## src/rtl/uart_io_scheduler.sv

```systemverilog
// CPU <-> UART byte scheduler: a TX FIFO drained by a send FSM, plus a show-ahead RX FIFO.
// The polled status bits come only from registered counts, so CPU strobes never reach them combinationally.

module uart_io_scheduler_fifo #(
  parameter int DEPTH = 8,
  parameter int AW    = 3
) (
  input  logic          clk,
  input  logic          rst_n,
  input  logic          push,
  input  logic          pop,
  input  logic [7:0]    din,
  output logic [7:0]    head,
  output logic [AW:0]   count
);
  logic [DEPTH-1:0][7:0] mem;
  logic [AW-1:0]         wrPtr, rdPtr;

  // Storage has no reset; the pointers and count define what is valid.
  always_ff @(posedge clk)
    if (push) mem[wrPtr] <= din;

  always_ff @(posedge clk or negedge rst_n) begin
    if (!rst_n) begin
      wrPtr <= '0;
      rdPtr <= '0;
      count <= '0;
    end else begin
      if (push) wrPtr <= wrPtr + 1'b1;
      if (pop)  rdPtr <= rdPtr + 1'b1;
      unique case ({push, pop})
        2'b10:   count <= count + 1'b1;
        2'b01:   count <= count - 1'b1;
        default: ;
      endcase
    end
  end

  assign head = mem[rdPtr];
endmodule

module uart_io_scheduler #(
  parameter int DEPTH = 8,
  parameter int AW    = 3
) (
  input  logic          clk,
  input  logic          rst_n,
  input  logic          CpuEn,
  input  logic          TxWrite,
  input  logic [7:0]    TxData,
  input  logic          RxRead,
  output logic [7:0]    RxData,
  output logic          TxSpace,
  output logic          RxAvail,
  output logic          TxBusy,
  output logic [AW:0]   TxCount,
  output logic [AW:0]   RxCount,
  input  logic          ErrClear,
  output logic          TxOverflow,
  output logic          RxOverflow,
  output logic          UartTxValid,
  output logic [7:0]    UartTxData,
  input  logic          UartTxReady,
  input  logic          UartRxValid,
  input  logic [7:0]    UartRxData,
  output logic          UartRxReady
);
  localparam logic [AW:0] FULL_CNT = (AW+1)'(DEPTH);

  typedef enum logic {IDLE, SEND} txState_t;
  txState_t state;

  logic       txFull, txEmpty, rxFull, rxEmpty;
  logic       txPush, txPop, rxPush, rxPop;
  logic       txOvSet, rxOvSet;
  logic [7:0] txHead, rxHead;

  assign txFull  = (TxCount == FULL_CNT);
  assign txEmpty = (TxCount == '0);
  assign rxFull  = (RxCount == FULL_CNT);
  assign rxEmpty = (RxCount == '0);

  // Full is judged on the registered count, so a same-cycle pop never makes room for a push.
  assign txPush  = TxWrite & CpuEn & !txFull;
  assign txOvSet = TxWrite & CpuEn & txFull;
  assign txPop   = !txEmpty & ((state == IDLE) | UartTxReady);

  assign UartRxReady = !rxFull;
  assign rxPush  = UartRxValid & UartRxReady;
  assign rxOvSet = UartRxValid & !UartRxReady;
  assign rxPop   = RxRead & CpuEn & !rxEmpty;

  uart_io_scheduler_fifo #(.DEPTH(DEPTH), .AW(AW)) uTxFifo (
    .clk(clk), .rst_n(rst_n), .push(txPush), .pop(txPop),
    .din(TxData), .head(txHead), .count(TxCount)
  );

  uart_io_scheduler_fifo #(.DEPTH(DEPTH), .AW(AW)) uRxFifo (
    .clk(clk), .rst_n(rst_n), .push(rxPush), .pop(rxPop),
    .din(UartRxData), .head(rxHead), .count(RxCount)
  );

  always_ff @(posedge clk or negedge rst_n) begin
    if (!rst_n) begin
      state       <= IDLE;
      UartTxValid <= 1'b0;
      UartTxData  <= 8'h00;
    end else begin
      unique case (state)
        IDLE: if (!txEmpty) begin
          UartTxData  <= txHead;
          UartTxValid <= 1'b1;
          state       <= SEND;
        end
        SEND: if (UartTxReady) begin
          if (!txEmpty) UartTxData <= txHead;
          else begin
            UartTxValid <= 1'b0;
            state       <= IDLE;
          end
        end
        default: state <= IDLE;
      endcase
    end
  end

  // A set condition beats ErrClear in the same cycle.
  always_ff @(posedge clk or negedge rst_n) begin
    if (!rst_n) begin
      TxOverflow <= 1'b0;
      RxOverflow <= 1'b0;
    end else begin
      TxOverflow <= txOvSet | (TxOverflow & !ErrClear);
      RxOverflow <= rxOvSet | (RxOverflow & !ErrClear);
    end
  end

  assign TxSpace = !txFull;
  assign RxAvail = !rxEmpty;
  assign TxBusy  = (state == SEND) | !txEmpty;
  assign RxData  = rxEmpty ? 8'h00 : rxHead;
endmodule
```

## config.mk

```make
export PLATFORM = sky130hd
export DESIGN_NAME = uart_io_scheduler
export DESIGN_NICKNAME = d
export VERILOG_FILES = /design/src/rtl/uart_io_scheduler.sv
export SDC_FILE = /design/constraint.sdc
export NUM_CORES = 1
export LEC_CHECK = 0
export ABC_AREA = 1
export CAP_MARGIN = 20
export CORE_AREA = 2 2 117 119
export CTS_CLUSTER_DIAMETER = 60
export DETAILED_ROUTE_END_ITERATION = 16
export DIE_AREA = 0 0 119 121
export PLACE_DENSITY = 0.85
export SYNTH_ARGS = -nofsm -noshare
export SYNTH_HDL_FRONTEND = slang
export SYNTH_SLANG_ARGS = --single-unit
```

## constraint.sdc

```tcl
create_clock -name clk -period 2.1 [get_ports clk]
set_input_delay 0.315 -clock clk [delete_from_list [all_inputs] [get_ports clk]]
set_output_delay 0.315 -clock clk [all_outputs]
set_load 0.05 [all_outputs]
```

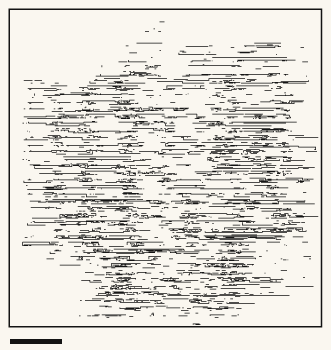
Run 1: met1 routing
Scale bar: 20 um.
share of all routed wire: 38%
main direction: horizontal
wire length on this layer: 5660 um
longest straight run: 32.7 um
vias: 4749
GR Util met1: 0.2406

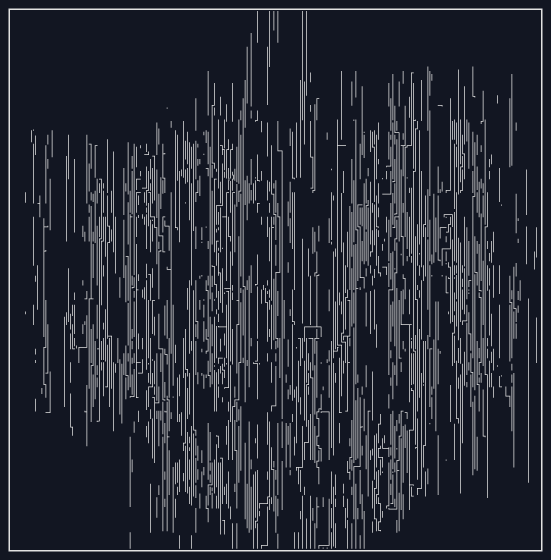
Run 1: met2 routing
wire length on this layer: 8040 um
longest straight run: 60.0 um

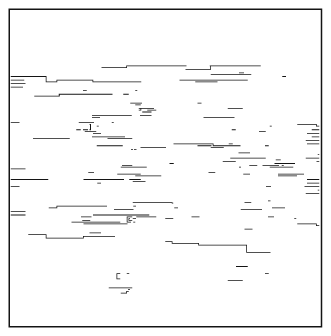
Run 1: metal 3
nets with wire on the layer: 92
main direction: horizontal
longest straight run: 25.8 um
detailed-route wire length: 14.98 mm
met3 GRT Util: 0.05686

==> out/metrics.cfg, run 1 <==
[floorplanning]
io_pins=55
chipArea_sq_mm=0.01440
tap_cells=176
die_width_um=119

[finish]
inverters=30
drive_gt1_frac=0.1891
finalCoreUtilization=0.6545

[drt]
final_antenna_net_count=0
drc_errors=0
wl_met3_um=881
via_per_inst=5.434
dr.pass1.iters=5

[yosys]
ys_cells=589
logic_family=simple AND/OR/NAND/NOR gates
ys_async_sr_fraction=0.2000
ys_chip_area_sq_mm=0.006704
synth_warnings=0
xor_share=0.01437
yosys.area.top_type=edfxtp_1
yosysSeqAreaShare=0.6928

[place]
dp.cells=830
place_area_sq_mm=0.007726

[sta]
fin_crit_ps=2148
setup_viol=2
holdWs_ps=294.4
setup_ws_ps=-47.94
fmax_mhz=465.6
maxSlewHeadroom=0.5616

[pwr]
power_leader=combinational cells
seq_power_share=0.318
finalPower_uw=14210

[worst_setup_path]
worst_setup_path_end_kind=output port
arrival_ps=1830

[clock_tree]
cts_resized=23

[min_path]
hold_path_class=primary input to async pin

[global_route]
grt-busiest-layer=met2

[status]
status=finished with violations
violations=negative setup slack

==> run 1 -> run 2 <==
--- a/config.mk
+++ b/config.mk
@@ -7,11 +7,11 @@
 export LEC_CHECK = 0
 export ABC_AREA = 1
 export CAP_MARGIN = 20
-export CORE_AREA = 2 2 117 119
-export CTS_CLUSTER_DIAMETER = 60
+export CORE_AREA = 2 2 119 121
+export CTS_CLUSTER_DIAMETER = 100
 export DETAILED_ROUTE_END_ITERATION = 16
-export DIE_AREA = 0 0 119 121
-export PLACE_DENSITY = 0.85
+export DIE_AREA = 0 0 121 123
+export PLACE_DENSITY = 0.83
 export SYNTH_ARGS = -nofsm -noshare
 export SYNTH_HDL_FRONTEND = slang
 export SYNTH_SLANG_ARGS = --single-unit
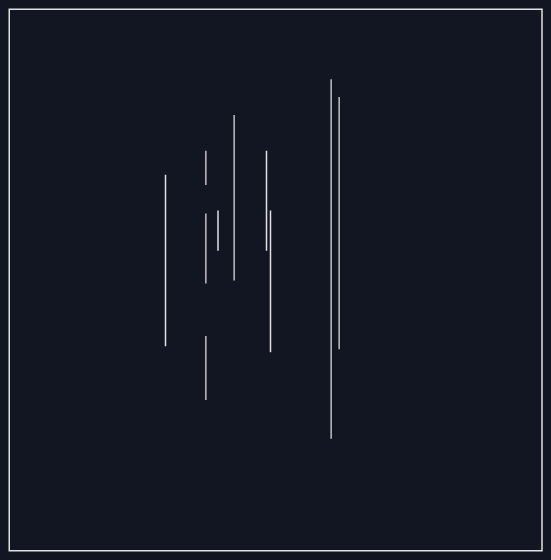
Run 2: the metal 4 layer
longest straight run: 81.6 um
share of all routed wire: 2.1%

==> out/metrics.cfg, run 2 <==
[status]
status=finished with violations
violations=negative setup slack

[drt]
drt-total-wl_mm=15.09  ; +0.76%
route.met2.wl_mm=8.224
maxUsedRoutingLayer=met4
detail_route.wl_per_cell_um=17.21
final_antenna_net_count=0  ; unchanged
wl_met1_mm=5.833
dr_total_vias=4695  ; -1.1%
wl_met3_um=718  ; -19%
dr.pass1.iters=5  ; unchanged
drc_errors=0  ; unchanged
via_per_inst=5.353  ; -1.5%

[floorplanning]
io_pins=55  ; unchanged
die_width_um=121  ; +1.7%
chipArea_sq_mm=0.01488  ; +3.4%
core_area_sq_mm=0.01361
tap_cells=180  ; +2.3%

[yosys]
avgSynthCellArea_sq_um=11.38
synth_warnings=0  ; unchanged
ys_cells=589  ; unchanged
yosys.area.top_type=edfxtp_1
aoi_share=0.07895
ys_async_sr_fraction=0.2000  ; unchanged
synth.area.mux_share=0
logic_family=simple AND/OR/NAND/NOR gates
fp_nets=624
edf_count=128
yosysSeqAreaShare=0.6928  ; unchanged
xor_share=0.01437  ; unchanged
fa_ha_area_frac=0.02053
synthTopCellsByCount=nor2_1 (141), edfxtp_1 (128), nand2_1 (76)
ys_chip_area_sq_mm=0.006704  ; unchanged

[sta]
setup_viol=8  ; +6
slew_violations=0
tns_ps=-534.2
setup_ws_ps=-125.7  ; -77.75 ps
holdWs_ps=302.1  ; +7.698 ps
fmax_mhz=449.3  ; -3.5%
fin_crit_ps=2226  ; +77.75 ps
rsz0062_at_grt=yes
maxSlewHeadroom=0.5488  ; -0.01273

[clock_tree]
cts_resized=21  ; -8.7%

[flow_run]
openroad.warnings=31

[finish]
finalNonFillerCells=877
signal_buffers=99
design.seq.count=160
inverters=30  ; unchanged
nonClkBufAreaFrac=0.1240
finalCoreUtilization=0.6344  ; -0.02009
nFillCells=969
final_cell_mix=edfxtp_1 (128), nor2_1 (125), nand2_1 (75)
drive_gt1_frac=0.1894  ; +0.0002713
dominant_cells=flip-flops and latches

[worst_setup_path]
crit_path_cell_trace=buf_12 -> buf_8 -> o21ai_0 -> o22ai_1 -> nor2_1 -> nor2_2 -> buf_12
critPathLaunchType=flip-flop
arrival_ps=1910  ; +80 ps
worst_setup_path_end_kind=output port
path_max_fanout=6

[pwr]
p_sw_uw=5668
power.density_mw_per_mm2=1657
finalPower_uw=14310  ; +0.75%
power_leader=combinational cells
pg_comb_uw=6440
seq_power_share=0.318  ; about the same

[place]
post-place-ws_ps=-218.0
place_area_sq_mm=0.007739  ; +0.16%
dp.cells=835  ; +0.60%
dp_hpwl_mm=9.519

[global_route]
grt-busiest-layer=met2
overflow=0
grt_use_met1=0.2368  ; -0.003774
grt_use_met3=0.04197  ; -0.01489

[min_path]
hold_path_class=primary input to async pin

==> run 2 -> run 3 <==
--- a/config.mk
+++ b/config.mk
@@ -7,10 +7,10 @@
 export LEC_CHECK = 0
 export ABC_AREA = 1
 export CAP_MARGIN = 20
-export CORE_AREA = 2 2 119 121
+export CORE_AREA = 4 4 121 123
 export CTS_CLUSTER_DIAMETER = 100
 export DETAILED_ROUTE_END_ITERATION = 16
-export DIE_AREA = 0 0 121 123
+export DIE_AREA = 0 0 125 127
 export PLACE_DENSITY = 0.83
 export SYNTH_ARGS = -nofsm -noshare
 export SYNTH_HDL_FRONTEND = slang
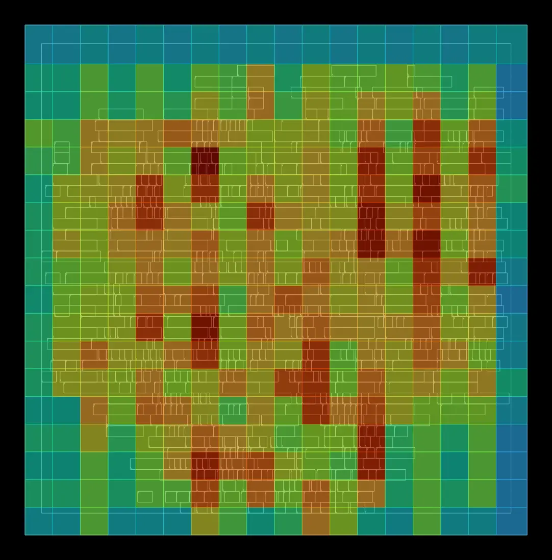
Run 3: routing congestion
M2 GR Usage: 0.3451
GRT busiest layer: met2
GR Util met1: 0.2213
Tot GR Track Use: 0.1904

==> out/metrics.cfg, run 3 <==
[sta]
slew_violations=0  ; unchanged
tns_ps=0  ; +534.2 ps
setup_ws_ps=22.76  ; +148.4 ps
maxSlewHeadroom=0.6552  ; +0.1063

[finish]
design.seq.count=160  ; unchanged
drive_gt1_frac=0.1912  ; +0.001772
signal_buffers=103  ; +4.0%
dominant_cells=flip-flops and latches
nFillCells=1017  ; +5.0%
inverters=30  ; unchanged

[global_route]
grt_use_met3=0.05100  ; +0.009029
overflow=0  ; unchanged

[worst_setup_path]
critPathLaunchType=flip-flop
path_max_fanout=16  ; +10
crit_path_cell_trace=buf_6 -> o21ai_1 -> o211ai_1 -> nand2_1 -> nor2_4 -> buf_12
arrival_ps=1760  ; -150 ps
worst_setup_path_end_kind=output port

[drt]
final_antenna_net_count=0  ; unchanged
detail_route.wl_per_cell_um=16.66  ; -3.2%
wl_met3_um=788  ; +9.7%
maxUsedRoutingLayer=met4
drt-total-wl_mm=14.68  ; -2.7%
drc_errors=0  ; unchanged

[yosys]
avgSynthCellArea_sq_um=11.38  ; unchanged
fa_ha_area_frac=0.02053  ; unchanged
edf_count=128  ; unchanged
logic_family=simple AND/OR/NAND/NOR gates
ys_async_sr_fraction=0.2000  ; unchanged
yosysSeqAreaShare=0.6928  ; unchanged
synth_warnings=0  ; unchanged
xor_share=0.01437  ; unchanged

[pwr]
seq_power_share=0.326  ; +0.008
pg_comb_uw=6370  ; -1%
power.density_mw_per_mm2=1626  ; -1.9%
finalPower_uw=13920  ; -2.7%
p_sw_uw=5525  ; -2.5%

[min_path]
hold_path_class=primary input to async pin

[floorplanning]
io_pins=55  ; unchanged
core_area_sq_mm=0.01367  ; +0.40%
tap_cells=180  ; unchanged

[place]
dp.cells=837  ; +0.24%

[status]
status=finished, final reports clean

